**config.mk**
```make
export PLATFORM = sky130hd
export DESIGN_NAME = exe_fwd_ctrl
export DESIGN_NICKNAME = d
export VERILOG_FILES = /design/src/rtl/lc3b_types_pkg.sv /design/src/rtl/exe_fwd_ctrl_fwd_match.sv /design/src/rtl/exe_fwd_ctrl.sv
export SDC_FILE = /design/constraint.sdc
export NUM_CORES = 1
export LEC_CHECK = 0
export CAP_MARGIN = 0
export CORE_ASPECT_RATIO = 0.8
export CORE_MARGIN = 2
export CORE_UTILIZATION = 46
export CTS_BUF_LIST = sky130_fd_sc_hd__clkbuf_2
export DETAILED_ROUTE_END_ITERATION = 10
export PLACE_DENSITY = 0.81
export SYNTH_ARGS = -nofsm -noshare
export SYNTH_HDL_FRONTEND = slang
export SYNTH_HIERARCHICAL = 1
export SYNTH_SLANG_ARGS = --single-unit
```
**constraint.sdc**
```tcl
create_clock -name clk -period 3.1 [get_ports clk]
set_clock_uncertainty 0.1 [all_clocks]
set_input_delay 0.31 -clock clk [delete_from_list [all_inputs] [get_ports clk]]
set_output_delay 0.31 -clock clk [all_outputs]
set_load 0.02 [all_outputs]
```
**src/rtl/lc3b_types_pkg.sv**
```systemverilog
// Shared LC-3b pipeline types used by the EXE forwarding controller:
// the per-stage shadow record, the controller FSM state, the forward
// source encodings and the debug view of the controller.
package lc3b_types;

    // Forward source encodings for opA_src / opB_src.
    localparam logic FWD_MEM = 1'b0;
    localparam logic FWD_WB  = 1'b1;

    // What the controller remembers about the instruction in a stage.
    typedef struct packed {
        logic       valid;
        logic [2:0] dest;
        logic       regwrite;
        logic       is_load;
    } fwd_rec_t;

    // RUN     : normal flow, hazards are evaluated every cycle.
    // LDUSE   : the previous cycle inserted a load-use (or MEM-match) bubble.
    // MEMWAIT : the MEM stage is waiting for mem_resp.
    typedef enum logic [1:0] {
        ST_RUN     = 2'd0,
        ST_LDUSE   = 2'd1,
        ST_MEMWAIT = 2'd2
    } fwd_state_t;

    // Debug view: FSM state plus the three shadow records.
    typedef struct packed {
        fwd_state_t state;
        fwd_rec_t   ex_rec;
        fwd_rec_t   mem_rec;
        fwd_rec_t   wb_rec;
    } fwd_dbg_t;

endpackage

```
**src/rtl/exe_fwd_ctrl_fwd_match.sv**
```systemverilog
// fwd_match: comparator and priority logic for one EXE operand.
// The decode source is compared against the producers that will sit in
// MEM (today's EX record) and WB (today's MEM record) when the decode
// instruction reaches EX. The youngest producer wins.
// Build option EXE_WB_FWD_EN: when defined, a MEM-record match forwards
// from WB; otherwise it is reported as mem_hazard so the top can bubble.
module fwd_match
    import lc3b_types::*;
(
    input  logic       src_used,     // decode valid and this source is read
    input  logic [2:0] src_reg,
    input  fwd_rec_t   ex_rec,
    input  logic       mem_valid,
    input  logic       mem_regwrite,
    input  logic [2:0] mem_dest,
    output logic       fwd_sel,
    output logic       fwd_src,
    output logic       load_use,     // EX-record load feeds this source
    output logic       mem_hazard    // MEM-record match that cannot forward
);

    logic ex_hit;
    logic mem_hit;

    // Producer matches; R0 is compared like any other register.
    always_comb begin
        ex_hit  = src_used && ex_rec.valid && ex_rec.regwrite
                  && (ex_rec.dest == src_reg);
        mem_hit = src_used && mem_valid && mem_regwrite
                  && (mem_dest == src_reg);
    end

    // Youngest-first selection of the forward source.
    always_comb begin
        fwd_sel    = 1'b0;
        fwd_src    = FWD_MEM;
        mem_hazard = 1'b0;
        load_use   = ex_hit && ex_rec.is_load;
        if (ex_hit) begin
            fwd_sel = 1'b1;
            fwd_src = FWD_MEM;
        end else if (mem_hit) begin
`ifdef EXE_WB_FWD_EN
            fwd_sel = 1'b1;
            fwd_src = FWD_WB;
`else
            mem_hazard = 1'b1;
`endif
        end
    end

endmodule

```
**src/rtl/exe_fwd_ctrl.sv**
```systemverilog
// exe_fwd_ctrl: EXE operand forwarding and hazard controller for the
// LC-3b pipeline. Keeps shadow records of the EX/MEM/WB instructions,
// registers the operand mux selects one cycle ahead of use, and drives
// stall/bubble for load-use hazards and memory waits.
// Build option EXE_WB_FWD_EN enables forwarding from WB; without it a
// match against the MEM record costs one bubble instead.
//
// stall/bubble handshake: stall and bubble are combinational for the
// current cycle and take effect at the coming clock edge. stall=1 holds
// fetch/decode/EX; bubble=1 (always with stall=1) lets MEM and WB advance
// while EX loads a NOP. The decode fields must stay stable while stall=1.
module exe_fwd_ctrl
    import lc3b_types::*;
(
    input  logic       clk,
    input  logic       rst,
    input  logic       id_valid,
    input  logic [2:0] id_sr1,
    input  logic [2:0] id_sr2,
    input  logic       id_use_sr1,
    input  logic       id_use_sr2,
    input  logic [2:0] id_dest,
    input  logic       id_regwrite,
    input  logic       id_is_load,
    input  logic       mem_resp,
    input  logic       mem_busy,
    output logic       opA_sel,
    output logic       opB_sel,
    output logic       opA_src,
    output logic       opB_src,
    output logic       stall,
    output logic       bubble,
    output fwd_dbg_t   dbg
);

    fwd_state_t state;
    fwd_state_t state_next;

    fwd_rec_t dec_rec;
    fwd_rec_t ex_rec;
    fwd_rec_t mem_rec;
    fwd_rec_t wb_rec;

    logic a_sel, a_src, a_load_use, a_mem_hazard;
    logic b_sel, b_src, b_load_use, b_mem_hazard;
    logic load_use;
    logic mem_hazard;
    logic mem_wait;

    // Record describing the instruction currently in decode.
    always_comb begin
        dec_rec          = '0;
        dec_rec.valid    = id_valid;
        dec_rec.dest     = id_dest;
        dec_rec.regwrite = id_regwrite;
        dec_rec.is_load  = id_is_load;
    end

    fwd_match u_match_a (
        .src_used     (id_valid && id_use_sr1),
        .src_reg      (id_sr1),
        .ex_rec       (ex_rec),
        .mem_valid    (mem_rec.valid),
        .mem_regwrite (mem_rec.regwrite),
        .mem_dest     (mem_rec.dest),
        .fwd_sel      (a_sel),
        .fwd_src      (a_src),
        .load_use     (a_load_use),
        .mem_hazard   (a_mem_hazard)
    );

    fwd_match u_match_b (
        .src_used     (id_valid && id_use_sr2),
        .src_reg      (id_sr2),
        .ex_rec       (ex_rec),
        .mem_valid    (mem_rec.valid),
        .mem_regwrite (mem_rec.regwrite),
        .mem_dest     (mem_rec.dest),
        .fwd_sel      (b_sel),
        .fwd_src      (b_src),
        .load_use     (b_load_use),
        .mem_hazard   (b_mem_hazard)
    );

    // Either operand can raise a hazard.
    always_comb begin
        load_use   = a_load_use || b_load_use;
        mem_hazard = a_mem_hazard || b_mem_hazard;
    end

    // FSM state register.
    always_ff @(posedge clk) begin
        if (rst) begin
            state <= ST_RUN;
        end else begin
            state <= state_next;
        end
    end

    // FSM next state and stall/bubble. A memory wait beats a data hazard;
    // the hazard is looked at again in the cycle the response arrives, so
    // a pending load-use still gets its single bubble then.
    always_comb begin
        state_next = state;
        stall      = 1'b0;
        bubble     = 1'b0;
        mem_wait   = 1'b0;
        case (state)
            ST_MEMWAIT: mem_wait = !mem_resp;
            default:    mem_wait = mem_busy && !mem_resp;
        endcase
        if (mem_wait) begin
            stall      = 1'b1;
            state_next = ST_MEMWAIT;
        end else if (load_use || mem_hazard) begin
            stall      = 1'b1;
            bubble     = 1'b1;
            state_next = ST_LDUSE;
        end else begin
            state_next = ST_RUN;
        end
    end

    // Shadow records: advance when not stalled; on a bubble MEM/WB still
    // advance and EX takes an invalid record; a plain stall holds all.
    always_ff @(posedge clk) begin
        if (rst) begin
            ex_rec  <= '0;
            mem_rec <= '0;
            wb_rec  <= '0;
        end else if (!stall) begin
            ex_rec  <= dec_rec;
            mem_rec <= ex_rec;
            wb_rec  <= mem_rec;
        end else if (bubble) begin
            ex_rec  <= '0;
            mem_rec <= ex_rec;
            wb_rec  <= mem_rec;
        end
    end

    // Registered operand selects for the instruction entering EX. They
    // hold through a memory wait and clear when EX receives a bubble.
    always_ff @(posedge clk) begin
        if (rst) begin
            opA_sel <= 1'b0;
            opA_src <= FWD_MEM;
            opB_sel <= 1'b0;
            opB_src <= FWD_MEM;
        end else if (bubble) begin
            opA_sel <= 1'b0;
            opA_src <= FWD_MEM;
            opB_sel <= 1'b0;
            opB_src <= FWD_MEM;
        end else if (!stall) begin
            opA_sel <= a_sel;
            opA_src <= a_src;
            opB_sel <= b_sel;
            opB_src <= b_src;
        end
    end

    // Debug view of the controller.
    always_comb begin
        dbg         = '0;
        dbg.state   = state;
        dbg.ex_rec  = ex_rec;
        dbg.mem_rec = mem_rec;
        dbg.wb_rec  = wb_rec;
    end

`ifndef SYNTHESIS
    logic [7:0] wait_cnt;

    // Saturating count of cycles spent in MEMWAIT, cleared on entry.
    always_ff @(posedge clk) begin
        if (rst) begin
            wait_cnt <= '0;
        end else if (state != ST_MEMWAIT && state_next == ST_MEMWAIT) begin
            wait_cnt <= '0;
        end else if (state == ST_MEMWAIT && wait_cnt != 8'hFF) begin
            wait_cnt <= wait_cnt + 8'd1;
        end
    end
`endif

endmodule

```
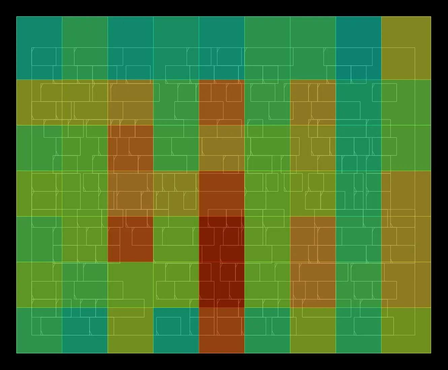
run_1/final_congestion.png
most used routing layer: met2
utilization after layout: 67.4%
M3 GR Usage: 4.85%
GRT Total Usage: 17.7%
drt wl/cell: 13.6 um

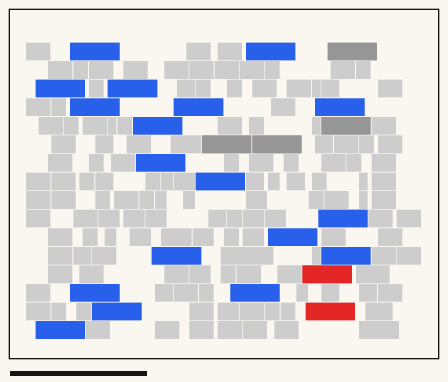
run_1/registers.png
Bar = 20 um.
legend:
  state:
    color: red
    sequential_cells: 2
  dbg:
    color: blue
    sequential_cells: 18
sequential power: 338 uW
Seq area share: 28.3%
FF/Latch Area: 480 um2

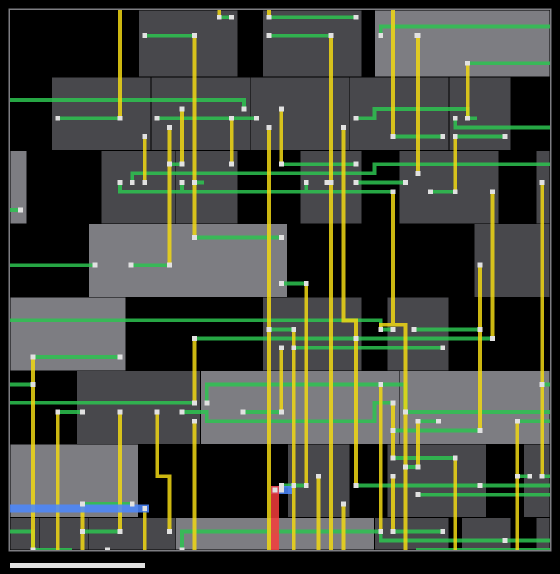
run_1/zoom.png
Bar = 5 um. Region (21, 26) to (41, 46) um. Cells in gray, sequential cells in the stronger gray; small squares are vias.
legend:
  met3:
    color: blue
  met2:
    color: yellow
  met4:
    color: red
  met1:
    color: green
sequential cells in the window: 6
netlist names of flops here include: dbg (4)
most frequent: dfxtp_1 (6), mux2i_1 (5), clkdlybuf4s50_1 (5)
cells with their middle in the window: 23

==> impl_metrics.env, run 1 <==
# yosys + openroad results
export IMPL_cts_buffers_inserted=3
export IMPL_cts_buffer_depth=2
export IMPL_final_hold_viol_count=0
export IMPL_period_needed_ps=2900
export IMPL_crit_path_end_kind="output pin"
export IMPL_muxShareOfSynthArea_pct=17.4
export IMPL_setup_tns_ps=0
export IMPL_design_portCount=44
export IMPL_synth_adder_area_share_pct=0
export IMPL_cts_root_buf="clkbuf_2"
export IMPL_max_slew_margin_rel_pct=44.1
export IMPL_async_reset_ff_share_pct=0
export IMPL_floorplan_nets=138
export IMPL_grt_first_pass_wirelength_um=4380
export IMPL_hold_class="flop to flop"
export IMPL_syn_area_per_cell_um2=10.6
export IMPL_crit_arrival_ps=2490
export IMPL_syn_inst=120
export IMPL_run_status="completed"
export IMPL_cts_tree="built"
export IMPL_critical_path_class="input port to output pin"
export IMPL_fin_nets=180
export IMPL_crit_path_frequent_cell="clkdlybuf4s50_1"
export IMPL_synthXorXnorAreaFrac_pct=8.29
export IMPL_area_growth_pct=34.1
export IMPL_die_y_um=51.0
export IMPL_ant_nets=0
export IMPL_row_count=16
export IMPL_die_w_um=62.7
export IMPL_clkTransAtPathRegs_ps=230
export IMPL_topCombFamilyByArea="simple AND/OR/NAND/NOR gates"
export IMPL_drt_pass1_iterations=2
export IMPL_startpoint_type="input port"
export IMPL_ff_type="dfxtp_1"
export IMPL_final_layout_top_logic_cell="clkdlybuf4s50_1"
export IMPL_ctsHoldBuffers=0
export IMPL_yosys_cell_types_count=23
export IMPL_port_buffers=43
export IMPL_yosys_area_share_simple_pct=27.5
export IMPL_dpl_cell_area_um2=1680
export IMPL_lay_top_cells="43 x clkdlybuf4s50_1, 24 x dfxtp_1, 22 x nand2b_1, 22 x mux2i_1"
export IMPL_place_congestion=0.820
export IMPL_grt_pass1_vias=985
export IMPL_critPathRequiredTime_ps=2690
export IMPL_maxCapViolations=0
export IMPL_cellPowerDensity_nw_per_um2=351
export IMPL_design_area_um2=1700
export IMPL_cpLargestDelayFamily="simple AND/OR/NAND/NOR gates"
export IMPL_core_um2=2520
export IMPL_yosys_warnings=6
## run 1: routing by layer
layer	wire (um)	track usage [%]	up-vias
li1	-	-	488
met3	144	4.85	6
met5	0	0	-
met4	40	5.19	0
met1	1230	20.8	446
met2	1270	31.7	38
## run 1: tightest hold or removal path, stage by stage, from the launching register on
cell      delay (ps)
dfxtp_1          360
nand2b_1          60
mux2i_1           60
## run 1: sequential cells by signal, indices dropped and copies added, names as in the netlist
name     cells
dbg         18
opB_sel      1
opA_sel      1
opA_src      1
opB_src      1
state        2
## run 1: cells by family (layout without fill, tap and decap cells)
kind of cell              Yosys count  count (layout)
DFF                                24              24
muxes                              22              22
other                               2               2
buffers and inverters               8              49
AOI/OAI and AO/OA                   2               2
xor gates and xnor gates           12              12
and+or+nand+nor                    50              50
## run 1: final timing paths
| check | endpoint | startpoint | cells after the start | slack [ps] |
|---|---|---|---|---|
| hold / removal | opA_src | opA_src | 2 | 390 |
| setup reg to reg | dbg[14] | dbg[14] | 7 | 1060 |
| hold reg to reg | opA_src | opA_src | 2 | 390 |
| setup / recovery | stall | id_valid | 8 | 200 |
## run 1: power by group
part / internal (uW) / total [uW] / switching (uW)
registers: 324 / 338 / 14.1
clock network: 28.0 / 121 / 92.7
logic: 76.2 / 137 / 61.3
total: 428 / 596 / 168
## run 1: synth_stat cells, drive strengths merged, types with 3 or more instances
cell type / instances
dfxtp: 24
nor4: 5
clkbuf: 3
buf: 5
mux2i: 22
nand2b: 22
nand3b: 10
and2: 4
xor2: 10
## run 1: stage by stage
step / hold slack, ps / cells / power, uW / setup slack (ps)
5_1_grt: 406 / 197 / 622 / 43.0
3_3_place_gp: 361 / 193 / 479 / 282
2_1_floorplan: 373 / 120 / 424 / 959
3_5_place_dp: 368 / 193 / 482 / 192
4_1_cts: 395 / 197 / 602 / 184
6_report: 392 / 197 / 596 / 202
## run 1: cell type report
class | count | area, um2 | share of cell area [%]
clock inverters | 1 | 3.75 | 0.221
clock buffers | 3 | 15.0 | 0.884
multi-input cells | 88 | 709 | 41.8
repair buffers | 45 | 445 | 26.2
flip-flops and latches | 24 | 480 | 28.3
well taps | 36 | 45.0 | 2.65
==> inputs of run 2 (changes only) <==
ABC_CLOCK_PERIOD_IN_PS = 3100   (was unset)
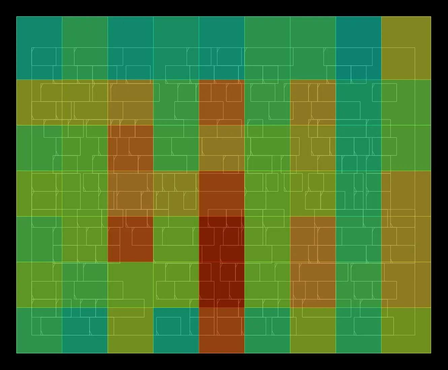
run_2/final_congestion.png
met1 Use GR: 20.8%
met2 usage: 31.7%

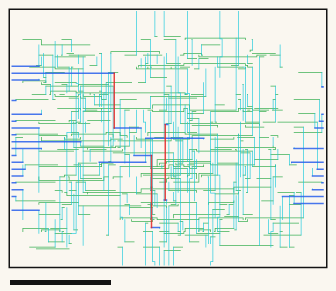
run_2/metal_stack.png
Bar = 20 um.
legend:
  met2:
    color: cyan
    wire_length: 1270 um
  met4:
    color: red
    wire_length: 40.1 um
  met1:
    color: green
    wire_length: 1230 um
  met3:
    color: blue
    wire_length: 145 um

==> run 2 against run 1 <==
Utilization is the same; area after synthesis is the same; wire length is the same; critical path type unchanged; highest routed layer unchanged; sequential share of layout area is the same; clock power is essentially flat; critical endpoint unchanged; sequential power is essentially flat; register-to-register slack is essentially flat.
==> impl_metrics.env, run 2 <==
# yosys + openroad results
export IMPL_lay_top_cells="43 x clkdlybuf4s50_1, 24 x dfxtp_1, 22 x nand2b_1, 22 x mux2i_1"
export IMPL_run_status="completed"
export IMPL_die_w_um=62.7
export IMPL_grt_usage_pct=17.7
export IMPL_clkTransAtPathRegs_ps=230
export IMPL_fin_nets=180
export IMPL_cellPowerDensity_nw_per_um2=351
export IMPL_ctsHoldBuffers=0
export IMPL_syn_area_per_cell_um2=10.6
export IMPL_floorplan_nets=138
export IMPL_ff2ff_setup_slack_ps=1060
export IMPL_synthTopCellsByCount="24 x dfxtp_1, 22 x mux2i_1, 22 x nand2b_1"
export IMPL_maxCapViolations=0
export IMPL_rr_startpoint="dbg[14]"
export IMPL_cts_tree="built"
export IMPL_cts_root_buf="clkbuf_2"
export IMPL_hold_class="flop to flop"
export IMPL_crit_path_end_kind="output pin"
export IMPL_setup_tns_ps=0
export IMPL_syn_inst=120
export IMPL_crit_arrival_ps=2490
export IMPL_max_slew_margin_rel_pct=44.1
export IMPL_startpoint_type="input port"
export IMPL_place_inst=193
export IMPL_port_buffers=43
export IMPL_largest_register_ffs=18
export IMPL_reg2reg_depth=7
export IMPL_wl_per_cell_um=13.6
export IMPL_final_hold_viol_count=0
-- run 2: cell counts in the layout (fill, tap and decap cells not counted) --
No cell type changed its count.
-- run 2: area by class of cell --
type                            instances  area [um2]  area share (%)
Multi-Input combinational cell         88         709            41.8
Timing Repair Buffer                   45         445            26.2
Clock inverter                          1        3.75           0.221
Sequential cell                        24         480            28.3
Tap cell                               36        45.0            2.65
Clock buffer                            3        15.0           0.884
-- run 2: kinds of logic (layout without fill, tap and decap cells) --
group           Yosys count  count (layout)  synth area share, %
buf+inv                   8              49                 6.12
simple gates             50              50                 27.5
xor+xnor                 12              12                 8.29
mux                      22              22                 17.4
flops                    24              24                 37.9
other cells               2               2                0.593
compound gates            2               2                 2.17
-- run 2: metrics by stage --
step           power (uW)  util, %  hold WS [ps]  worst slack, ps  area, um2
2_1_floorplan         424        -           373              959       1270
4_1_cts               602     67.4           395              184       1700
3_3_place_gp          479     66.6           361              282       1680
5_1_grt               622     67.4           406             43.0       1700
6_report              596     67.4           392              202       1700
3_5_place_dp          482     66.6           368              192       1680
-- run 2: where the power goes --
| group | internal [uW] | switching, uW |
|---|---|---|
| sequential | 324 | 14.1 |
| combinational | 76.2 | 61.3 |
| clock | 28.0 | 92.7 |
| total | 428 | 168 |
-- run 2: critical path, cell delays in order --
cell and delay [ps]:
clkdlybuf4s50_1 490, and2_1 150, nand3_1 90, nor4_2 370, nor4_1 150, nor4_4 290, nand2_1 90, clkdlybuf4s50_1 540
-- run 2: metal layers --
layer	part of all wire (%)	up-vias	wire length, um	global-route usage [%]
met5	0	-	0	0
met4	1.5	0	40	5.19
met3	5.4	6	144	4.85
met2	47	38	1270	31.7
met1	46	446	1230	20.8
li1	-	488	-	-
-- run 2: worst max path at each step --
stage	start	to	slack [ps]
finish	id_valid	stall	200
global route	id_valid	stall	40
floorplan	dbg[14]	bubble	960
global placement	id_valid	bubble	280
CTS	id_valid	stall	180
detailed placement	id_valid	stall	190
No activity file was given, so power comes from the tool's default toggle rates.
